**src/rtl/demux_pkg.sv**
```systemverilog
// Shared types and helpers for the 1-to-5 handshaked demultiplexer.
package demux_pkg;

    localparam int NCH   = 5;
    localparam int SEL_W = 3;

    typedef enum logic {
        IDLE = 1'b0,
        HOLD = 1'b1
    } state_e;

    function automatic logic sel_valid(input logic [SEL_W-1:0] sel);
        return sel < SEL_W'(NCH);
    endfunction

endpackage

```
**src/rtl/demux_1t5_hs_sat_cnt_8.sv**
```systemverilog
// 8-bit saturating up-counter with synchronous clear; holds at 8'hFF.
module sat_cnt_8 (
    input  logic       clk,
    input  logic       clr,
    input  logic       inc,
    output logic [7:0] cnt
);

    logic [7:0] cnt_q;
    logic [7:0] cnt_d;

    always_comb begin
        cnt_d = cnt_q;
        if (inc && (cnt_q != 8'hFF)) begin
            cnt_d = cnt_q + 8'd1;
        end
    end

    always_ff @(posedge clk) begin
        if (clr) begin
            cnt_q <= 8'd0;
        end else begin
            cnt_q <= cnt_d;
        end
    end

    assign cnt = cnt_q;

endmodule

```
**src/rtl/demux_1t5_hs.sv**
```systemverilog
// Registered 1-to-5 demux with valid/ready handshake; invalid selects are dropped and counted.
//   state | meaning
//   IDLE  | holding register empty, always ready
//   HOLD  | data_q/sel_q valid, sel_q in 0..4, waiting for OUT_READY[sel_q]
module demux_1t5_hs
    import demux_pkg::*;
#(
    parameter int n = 8
) (
    input  logic         CLK,
    input  logic         RST,
    input  logic [2:0]   SEL,
    input  logic [n-1:0] D_IN,
    input  logic         IN_VALID,
    output logic         IN_READY,
    output logic [4:0]   OUT_VALID,
    input  logic [4:0]   OUT_READY,
    output logic [n-1:0] D0,
    output logic [n-1:0] D1,
    output logic [n-1:0] D2,
    output logic [n-1:0] D3,
    output logic [n-1:0] D4,
    output logic         ERR,
    output logic [7:0]   ERR_CNT
);

    state_e             state_q, state_d;
    logic [n-1:0]       data_q,  data_d;
    logic [SEL_W-1:0]   sel_q,   sel_d;
    logic               err_q,   err_d;

    logic               drain;
    logic               xfer;
    logic               drop;
    logic [n-1:0]       d_ch [NCH];

    // Ready depends only on registered state and the selected consumer's ready.
    assign drain    = (state_q == HOLD) && OUT_READY[sel_q];
    assign IN_READY = (state_q == IDLE) || drain;
    assign xfer     = IN_VALID && IN_READY;

    always_comb begin
        state_d = state_q;
        data_d  = data_q;
        sel_d   = sel_q;
        err_d   = 1'b0;
        drop    = 1'b0;
        if (xfer && sel_valid(SEL)) begin
            state_d = HOLD;
            data_d  = D_IN;
            sel_d   = SEL;
        end else if (xfer) begin
            state_d = IDLE;
            err_d   = 1'b1;
            drop    = 1'b1;
        end else if (drain) begin
            state_d = IDLE;
        end
    end

    always_ff @(posedge CLK) begin
        if (RST) begin
            state_q <= IDLE;
            data_q  <= '0;
            sel_q   <= '0;
            err_q   <= 1'b0;
        end else begin
            state_q <= state_d;
            data_q  <= data_d;
            sel_q   <= sel_d;
            err_q   <= err_d;
        end
    end

    sat_cnt_8 u_err_cnt (
        .clk (CLK),
        .clr (RST),
        .inc (drop),
        .cnt (ERR_CNT)
    );

    for (genvar k = 0; k < NCH; k++) begin : g_ch
        assign OUT_VALID[k] = (state_q == HOLD) && (sel_q == SEL_W'(k));
        assign d_ch[k]      = OUT_VALID[k] ? data_q : '0;
    end

    assign D0  = d_ch[0];
    assign D1  = d_ch[1];
    assign D2  = d_ch[2];
    assign D3  = d_ch[3];
    assign D4  = d_ch[4];
    assign ERR = err_q;

endmodule

```
**config.mk**
```make
export PLATFORM = sky130hd
export DESIGN_NAME = demux_1t5_hs
export DESIGN_NICKNAME = d
export VERILOG_FILES = /design/src/rtl/demux_pkg.sv /design/src/rtl/demux_1t5_hs_sat_cnt_8.sv /design/src/rtl/demux_1t5_hs.sv
export SDC_FILE = /design/constraint.sdc
export NUM_CORES = 1
export LEC_CHECK = 0
export CAP_MARGIN = 20
export CORE_UTILIZATION = 38
export CTS_CLUSTER_DIAMETER = 100
export CTS_CLUSTER_SIZE = 14
export DETAILED_ROUTE_END_ITERATION = 10
export PLACE_DENSITY = 0.79
export SYNTH_ARGS = -nofsm -noshare
export SYNTH_HDL_FRONTEND = slang
export SYNTH_SLANG_ARGS = --single-unit
```
**constraint.sdc**
```tcl
create_clock -name CLK -period 2.38 [get_ports CLK]
set_clock_uncertainty 0.15 [all_clocks]
set_input_delay 0.238 -clock CLK [delete_from_list [all_inputs] [get_ports CLK]]
set_output_delay 0.238 -clock CLK [all_outputs]
set_load 0.01 [all_outputs]
```
==> reports/results.txt <==
Slowest stage delay, CP: 540 ps
Leakage Power: 0.8271 nW
Fin nets: 269
Clk network pwr share: 0.232
WL/cell: 13.36 µm
Fmax: 0.4401 GHz
Sequential power: 0.000396 W
Switching share of power: 0.3007
TritonCTS clock tree: built
Final instance area: 2191 µm²
Critical path arrival: 1880 ps
Synthesized cell area: 1336 µm²
Post-synth net total: 188
CP endpoint: D0[6]
Status: finished, final reports clean
Slew Limit Headroom: 0.5680
Layout cells sized above 1: 0.1008
Gp weighted congestion: 0.8551
Crit path from: sel_q[0]$_SDFFE_PP0P_
#FFs+latches synth: 21
Syn Area/Cell: 7.954 µm²
Post-Place Worst Slack: 115.9 ps
Post-CTS Hold Buffers: 0
Syn Inst Count: 168
Final Non-Filler Cells: 294
Largest net degree at the start of global routing: 18
Count of library flops with an enable pin: 0
Worst skew pair latency: 310 ps
Met1 wire length: 1847 µm
Antenna viol nets, final: 0
Critical Path, Cell by Cell: nand2b_1, nor3_1, buf_4, and2_1, clkdlybuf4s50_1
Register share after synthesis: 0.3146
Chip area in the Yosys report: 1336 µm²
Final setup TNS: 0 ps
Combinational share of power: 0.245
Reg2Reg Setup Slack: 300 ps
WL met3: 293 µm
Final WS setup: 107.8 ps
Final min period: 2272 ps
Worst-path fanout max: 9
Gr ovfl total: 0
Ys flop type: dfxtp_1
Core Util at FP: 0.3973
RR Endpoint: u_err_cnt.cnt[5]$_SDFFE_PP0P_
WS Path Type: flop to output port
Most frequent cell after synthesis: and2_1
Post-CTS Setup Bufs: 0
Global-route wire length before repair: 6023 µm
[logic make-up (layout without fill, tap and decap cells)]
group,Yosys count,after routing,share of synthesized area
buffers and inverters,9,89,0.03839
muxes,5,5,0.04962
AOI/OAI and AO/OA,29,29,0.1470
DFF,21,21,0.3146
adders and majority gates,1,1,0.009362
and+or+nand+nor,103,103,0.4410
[layout make-up]
type | count | area, µm² | area share
timing repair buffer | 83 | 810.8 | 0.3701
sequential | 21 | 424.2 | 0.1936
tap | 46 | 57.56 | 0.02627
multi-input combinational | 138 | 864.6 | 0.3946
clock buffer | 4 | 26.28 | 0.01199
inverter | 2 | 7.507 | 0.003427
[state kept, by name, summed over array words and instances (netlist names)]
register and count:
u_err_cnt.cnt 8, data_q 8, state_q 1, sel_q 3
ERR 1
**Routing congestion**

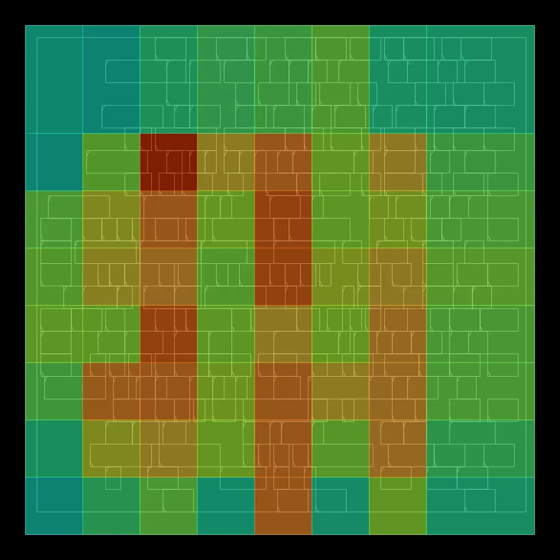
GRT busiest layer: met2
GRT met2 Usage: 0.3447

**I/O nets highlighted**

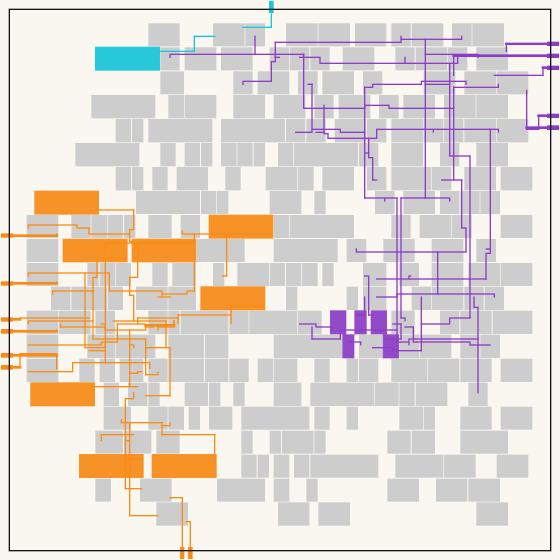
| colour | port | bits | direction | edge | end cells | buffers | wire |
|---|---|---|---|---|---|---|---|
| orange | ERR_CNT | 8 | output | 6 left, 2 bottom | 8 | 8 | 350 µm |
| purple | OUT_VALID | 5 | output | right | 5 | 10 | 469 µm |
| cyan | ERR | 1 | output | top | 1 | 1 | 12.9 µm |

**Signal metal coverage by tile**

Scale bar: 20 µm. The die is cut into 12 by 12 equal tiles; dark purple is low, yellow is high, scaled to the fullest tile. Values are wire area over tile area, all layers added.
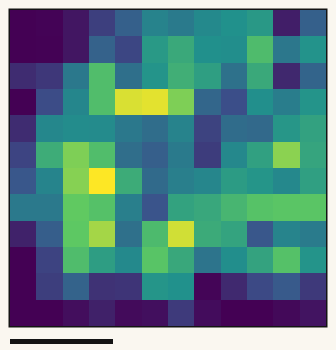
tiles over half the peak: 36%
emptiest ninth of the die: top left
nearly empty tiles: 8.3%
mean over tiles: 0.17
fullest tile: 0.42

No activity file was given, so power comes from the tool's default toggle rates.
